File: src/rtl/factor_engine_if.sv
// factor_engine_if: valid/ready bundle between number source, engine and
// result consumer. The engine uses the slave modport; the environment uses master.
// Ports (via modports):
//   in_valid/in_ready/in_number      input number handshake
//   out_valid/out_ready/out_number   result handshake and echoed number
//   out_factors                      bit i set when (i+2) divides out_number
//   out_prime                        only when FACTOR_ENGINE_PRIME_EN is defined
interface factor_engine_if #(
  parameter int WIDTH   = 7,
  parameter int MAX_DIV = 9
);
  localparam int NUM_DIV = MAX_DIV - 1;

  logic               in_valid;
  logic               in_ready;
  logic [WIDTH-1:0]   in_number;
  logic               out_valid;
  logic               out_ready;
  logic [WIDTH-1:0]   out_number;
  logic [NUM_DIV-1:0] out_factors;
`ifdef FACTOR_ENGINE_PRIME_EN
  logic               out_prime;

  modport master (
    output in_valid, in_number, out_ready,
    input  in_ready, out_valid, out_number,
    input  out_factors, out_prime
  );

  modport slave (
    input  in_valid, in_number, out_ready,
    output in_ready, out_valid, out_number,
    output out_factors, out_prime
  );
`else
  modport master (
    output in_valid, in_number, out_ready,
    input  in_ready, out_valid, out_number,
    input  out_factors
  );

  modport slave (
    input  in_valid, in_number, out_ready,
    output in_ready, out_valid, out_number,
    output out_factors
  );
`endif
endinterface

File: src/rtl/factor_engine.sv
// factor_engine: bit-serial divisibility test of one WIDTH-bit number
// against every divisor 2..MAX_DIV, MSB first, one bit per cycle.
// Ports:
//   clk    rising-edge clock
//   reset  synchronous active-high reset
//   bus    factor_engine_if.slave (input and result handshakes)
// Optional macro FACTOR_ENGINE_PRIME_EN adds bus.out_prime
// ("no divisor in 2..min(MAX_DIV,n-1)" and n >= 2).
module factor_engine #(
  parameter int WIDTH   = 7,
  parameter int MAX_DIV = 9
) (
  input  logic            clk,
  input  logic            reset,
  factor_engine_if.slave  bus
);
  localparam int NUM_DIV = MAX_DIV - 1;
  localparam int RW      = $clog2(MAX_DIV);
  localparam int TW      = RW + 1;
  localparam int CW      = $clog2(WIDTH);

  typedef enum logic [1:0] {
    IDLE,
    CALC,
    DONE
  } state_t;

  state_t             state;
  state_t             state_nxt;
  logic [WIDTH-1:0]   num_q;
  logic [CW-1:0]      cnt;
  logic [RW-1:0]      res     [NUM_DIV];
  logic [RW-1:0]      res_nxt [NUM_DIV];
  logic [NUM_DIV-1:0] fac_nxt;
  logic               bit_in;
  logic               last;
  logic [WIDTH-1:0]   number;
  logic [NUM_DIV-1:0] factors;

  assign bit_in = num_q[cnt];
  assign last   = (cnt == '0);

  // One conditional subtract per divisor: r < d so 2r+b < 2d.
  always_comb begin
    logic [TW-1:0] t;
    logic [TW-1:0] d;
    t       = '0;
    d       = '0;
    fac_nxt = '0;
    for (int i = 0; i < NUM_DIV; i++) begin
      t = {res[i], bit_in};
      d = TW'(i + 2);
      if (t >= d) begin
        res_nxt[i] = RW'(t - d);
      end else begin
        res_nxt[i] = RW'(t);
      end
      fac_nxt[i] = (res_nxt[i] == '0);
    end
  end

`ifdef FACTOR_ENGINE_PRIME_EN
  localparam int KW = (WIDTH > 32) ? WIDTH + 1 : 33;

  logic [NUM_DIV-1:0] below;
  logic               prime_nxt;
  logic               prime;

  // Only divisors strictly below n count, so n itself may be prime.
  always_comb begin
    below = '0;
    for (int i = 0; i < NUM_DIV; i++) begin
      below[i] = (KW'(i + 2) < KW'(num_q));
    end
    prime_nxt = (KW'(num_q) >= KW'(2))
             && ((fac_nxt & below) == '0);
  end

  assign bus.out_prime = prime;
`endif

  always_ff @(posedge clk) begin
    if (reset) begin
      state <= IDLE;
    end else begin
      state <= state_nxt;
    end
  end

  always_comb begin
    state_nxt    = state;
    bus.in_ready  = 1'b0;
    bus.out_valid = 1'b0;
    unique case (state)
      IDLE: begin
        bus.in_ready = 1'b1;
        if (bus.in_valid) begin
          state_nxt = CALC;
        end
      end
      CALC: begin
        if (last) begin
          state_nxt = DONE;
        end
      end
      DONE: begin
        bus.out_valid = 1'b1;
        if (bus.out_ready) begin
          state_nxt = IDLE;
        end
      end
      default: state_nxt = IDLE;
    endcase
  end

  always_ff @(posedge clk) begin
    if (reset) begin
      num_q   <= '0;
      cnt     <= '0;
      number  <= '0;
      factors <= '0;
      for (int i = 0; i < NUM_DIV; i++) begin
        res[i] <= '0;
      end
`ifdef FACTOR_ENGINE_PRIME_EN
      prime   <= 1'b0;
`endif
    end else begin
      if (state == IDLE && bus.in_valid) begin
        num_q <= bus.in_number;
        cnt   <= CW'(WIDTH - 1);
        for (int i = 0; i < NUM_DIV; i++) begin
          res[i] <= '0;
        end
      end
      if (state == CALC) begin
        for (int i = 0; i < NUM_DIV; i++) begin
          res[i] <= res_nxt[i];
        end
        if (!last) begin
          cnt <= cnt - 1'b1;
        end else begin
          number  <= num_q;
          factors <= fac_nxt;
`ifdef FACTOR_ENGINE_PRIME_EN
          prime   <= prime_nxt;
`endif
        end
      end
    end
  end

  assign bus.out_number  = number;
  assign bus.out_factors = factors;

endmodule
File: src/flat_wrapper.sv
// flat-port wrapper written by rule: the top's interface ports become plain ports
module factor_engine_flat 
#(
  parameter int WIDTH   = 7,
  parameter int MAX_DIV = 9
)
  (clk, reset, bus_in_valid, bus_in_number, bus_out_ready, bus_in_ready, bus_out_valid, bus_out_number, bus_out_factors);
  factor_engine_if #(.WIDTH(WIDTH), .MAX_DIV(MAX_DIV)) bus_i ();
  input  logic clk;
  input  logic reset;
  input wire logic [$bits(bus_i.in_valid)-1:0] bus_in_valid;
  input wire logic [$bits(bus_i.in_number)-1:0] bus_in_number;
  input wire logic [$bits(bus_i.out_ready)-1:0] bus_out_ready;
  output wire logic [$bits(bus_i.in_ready)-1:0] bus_in_ready;
  output wire logic [$bits(bus_i.out_valid)-1:0] bus_out_valid;
  output wire logic [$bits(bus_i.out_number)-1:0] bus_out_number;
  output wire logic [$bits(bus_i.out_factors)-1:0] bus_out_factors;
  assign bus_i.in_valid = bus_in_valid;
  assign bus_i.in_number = bus_in_number;
  assign bus_i.out_ready = bus_out_ready;
  assign bus_in_ready = bus_i.in_ready;
  assign bus_out_valid = bus_i.out_valid;
  assign bus_out_number = bus_i.out_number;
  assign bus_out_factors = bus_i.out_factors;
  factor_engine #(.WIDTH(WIDTH), .MAX_DIV(MAX_DIV)) u_core (.clk(clk), .reset(reset), .bus(bus_i));
endmodule
File: config.mk
export PLATFORM = sky130hd
export DESIGN_NAME = factor_engine_flat
export DESIGN_NICKNAME = d
export VERILOG_FILES = /design/src/rtl/factor_engine_if.sv /design/src/rtl/factor_engine.sv /design/src/flat_wrapper.sv
export SDC_FILE = /design/constraint.sdc
export NUM_CORES = 1
export LEC_CHECK = 0
export CORE_MARGIN = 2
export CORE_UTILIZATION = 40
export CTS_CLUSTER_DIAMETER = 100
export DETAILED_ROUTE_END_ITERATION = 10
export GPL_TIMING_DRIVEN = 0
export PLACE_DENSITY = 0.68
export SKIP_CTS_REPAIR_TIMING = 1
export SYNTH_ARGS = -nofsm -noshare
export SYNTH_HDL_FRONTEND = slang
export SYNTH_SLANG_ARGS = --single-unit
export TNS_END_PERCENT = 30
File: constraint.sdc
create_clock -name clk -period 3.1 [get_ports clk]
set_clock_uncertainty 0.2 [all_clocks]
set_input_delay 0.62 -clock clk [delete_from_list [all_inputs] [get_ports clk]]
set_output_delay 0.62 -clock clk [all_outputs]
set_load 0.1 [all_outputs]
==> flow_summary.toml <==
# physical design summary
[final_layout]
comb_share = 0.419
num-nets-final = 384
diodes = 0
fill_cells = 692
logic_area_um2 = 1550
buf_share = 0.0930
clock_buffers = 12
seq_area_um2 = 1430
logic_gate_count = 245
seq_cells = 58
largest_cell_class = "multi-input combinational cells"
drive_gt1_frac = 0.101
inv_count = 8
lay_top_cells = "nand2_1, nor2_1, a21oi_1, dfxtp_1"
area_growth_pct = 21.2
fin_util = 0.506
clock_area_frac = 0.0580
lay_top_count = "nand2_1"
sh_seq_area = 0.388
buffers = 41
design_area_um2 = 3690

[critical_path]
reg2reg_to = "u_core.res[1][7]$_SDFFCE_PN0P_"
arrival_ps = 2870
rrSetupSlack_ps = 120
reg2reg_depth = 11
cp_num_buf_inv = 3
cp.required_ps = 2990
critical_path_depth = 11
path_class = "reg -> reg"
worstReg2RegStart = "u_core.cnt[0]$_SDFF_PP0_"
path_cells = "buf_6 -> mux2_4 -> o22a_4 -> nand2_8 -> inv_2 -> clkbuf_4 -> ha_1 -> a21oi_1 -> a2111oi_2 -> a311o_1 -> and2_2"
crit_fanout = 13
crit_family = "AND-OR/OR-AND gates"
slowest_stage = "a311o_1"
slowest_delay_ps = 370
start_kind = "flip-flop"
crit_end = "u_core.res[1][7]$_SDFFCE_PN0P_"
worst_setup_path_end_kind = "flip-flop"
critPathLaunch = "u_core.cnt[0]$_SDFF_PP0_"

[die]
ios = 28
chipArea_um2 = 8320
core_util_floorplan = 0.417
dieHeight_um = 91.2
taps = 99
coreArea_um2 = 7290
num_rows = 31
dieWidth_um = 91.2

[sta]
grt_setup_unrepaired = "false"
fin_crit_sh = 0.961
setup_violations = 0
whs_ps = 258
setup-tns-final_ps = 0
relSlewSlack = 0.353
max_freq_mhz = 336
tightest_slew_ps = 968
hold_viol = 0
fin_ws_ps = 122
drv_slew = 0
min_period_ps = 2980

[grt]
grt-ovfl-total = 0
use_met3 = 0.0398
grt_max_degree = 14
gr-max-usage-layer = "met2"
antenna_found_initial = 0
use_met1 = 0.213
grt_pass1_wl_mm = 11.2
grt_pass1_vias = 2342

[place]
dp_slack_ps = -148
gp_congestion = 0.846
placedCellCount = 451
place_area_um2 = 3440
dp_hpwl_mm = 4.70
port_buffers = 27

[synth]
yosys_area_um2 = 3040
yosys.area.top_type = "edfxtp_1"
synthArstFlopShare = 0
avgSynthCellArea_um2 = 9.36
flop_cell = "dfxtp_1"
ys_ff = 58
netlist.area_leader.share = 0.266
ys_warn_count = 0
syn-cell-area_um2 = 3040
synth_cell_type_count = 59
ys_seq_share = 0.470
synthCells = 325
top_cell = "nand2_1"
synthTopCellsByCount = "nand2_1, nor2_1, a21oi_1"
edf_count = 27
floorplan.nets = 346
ys_top_cells_by_area = "edfxtp_1, dfxtp_1, nand2_1, a21oi_1, nor2_1"
ys_cells = 325

[clock_tree]
cts_buffer_depth = 2
clock_sinks = 58
cts_root_buf = "clkbuf_8"
clk_latency_ps = 330
cts_tree = "done"
cts-buffers-inserted = 9
cts_max_level = 3
path_clk_slew_ps = 70

[worst_hold_path]
hp-class = "reg -> reg"
whs_endpoint = "u_core.bus.out_number[4]$_SDFFE_PP0P_"
hold_depth = 2
min_from = "u_core.bus.out_number[4]$_SDFFE_PP0P_"

[pwr]
p_clk_frac = 0.295
p_comb_mw = 0.773
finalPower_mw = 2.49
p_seq_frac = 0.395
cellInternalPower_mw = 1.62
combPwrFrac = 0.310
cellPowerDensity_nw_per_um2 = 676
peakVddDrop_mv = 0.330
pg_seq_mw = 0.985
powerClk_mw = 0.735
power_leader = "sequential cells"
switchingPower_mw = 0.877
swShare = 0.352
leakage_nw = 1.33

[route]
detail-route-antenna-nets = 0
met3_length_um = 332
wl_met1_mm = 3.10
drtIter0Drc = 112
vias_per_cell = 5.34
wire_per_inst_um = 14.5
wl_met2_mm = 3.21
dr.pass1.iters = 4
num_vias = 2496
top_layer_used = "met4"
wirelength_mm = 6.76

[job]
maxCapViolCount = 0
warning_count = 29

[status]
status = "finished clean"
==> cell families (layout without fill, tap and decap cells) <==
| family | after synthesis | count (layout) | share of synthesized area |
|---|---|---|---|
| adder cells (fa/ha/maj) | 10 | 10 | 0.0411 |
| AND/OR/NAND/NOR | 138 | 138 | 0.213 |
| AND-OR/OR-AND | 85 | 85 | 0.197 |
| flip-flops | 58 | 58 | 0.470 |
| buffers and inverters | 22 | 65 | 0.0329 |
| multiplexers | 10 | 10 | 0.0403 |
| XOR/XNOR | 2 | 2 | 0.00576 |
==> flip-flops by register name (all words and copies together), names as in the netlist <==
register / flops
u_core.bus.out_factors: 8
u_core.state: 2
u_core.cnt: 3
u_core.res: 31
u_core.bus.out_number: 7
u_core.num_q: 7
PDN straps and rails:
The bar under the picture is 20 um long. Pins as bars on the die edge. Tap cells in gray.
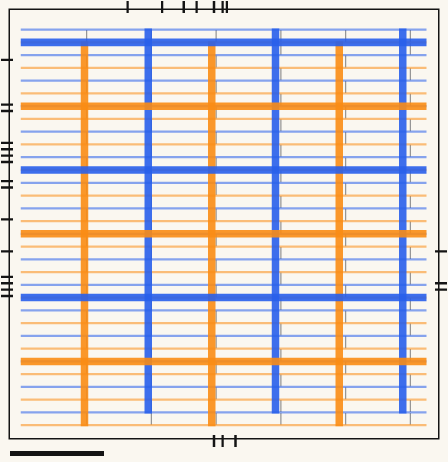
| net | color |
|---|---|
| VSS | orange |
| VDD | blue |
met4 straps: 6
signal pins: 28
tap cells: 99

Congestion heat map:
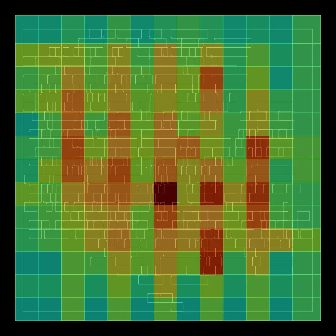
Total GRT Usage: 0.168
met2 track demand over resource: 0.275

Wiring by layer:
Only two layers are drawn.
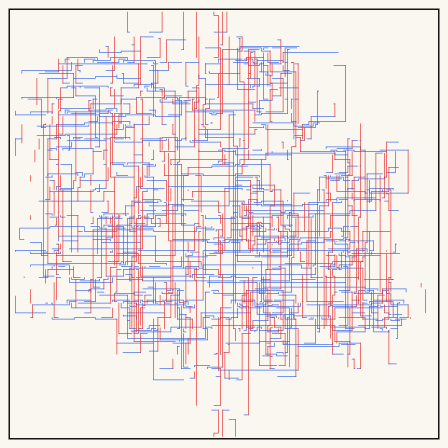
| layer | color | wire length |
|---|---|---|
| met1 | blue | 3100 um |
| met2 | red | 3210 um |

Sequential cells grouped by signal name:
Other sequential cells in the stronger gray, the rest of the logic in the fainter gray.
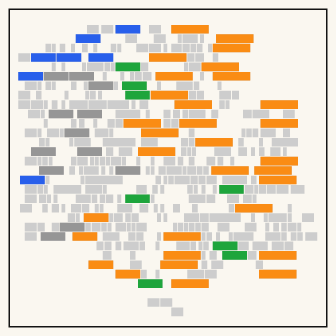
| signal | color | placed flops |
|---|---|---|
| `u_core.res` | orange | 31 |
| `u_core.bus.out_factors` | green | 8 |
| `u_core.bus.out_number` | blue | 7 |
not colored: 12

Close-up of the layout:
Region (56, 10) to (81, 35) um. Cells in gray, sequential cells in the stronger gray; small squares are vias.
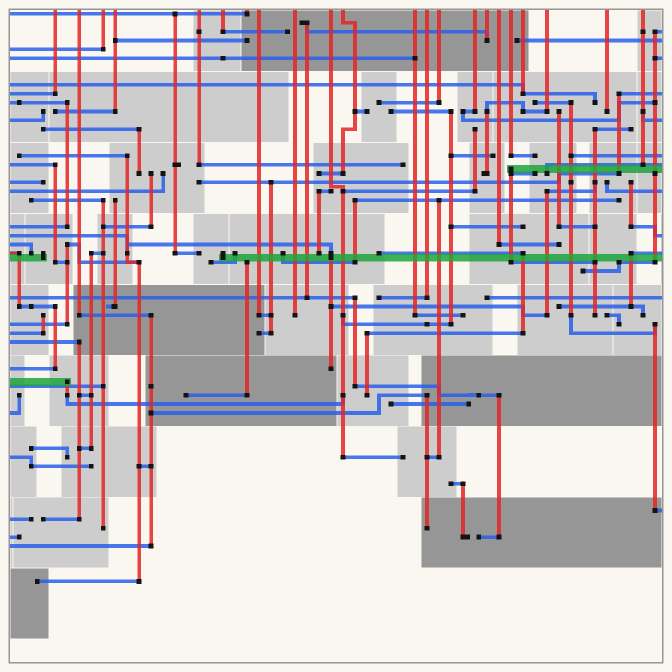
| layer | color |
|---|---|
| met2 | red |
| met3 | green |
| met1 | blue |
sequential cells in the window: 5
netlist names of flops here include: `u_core.res` (3), `u_core.bus.out_factors` (2)
cells with their middle in the window: 36

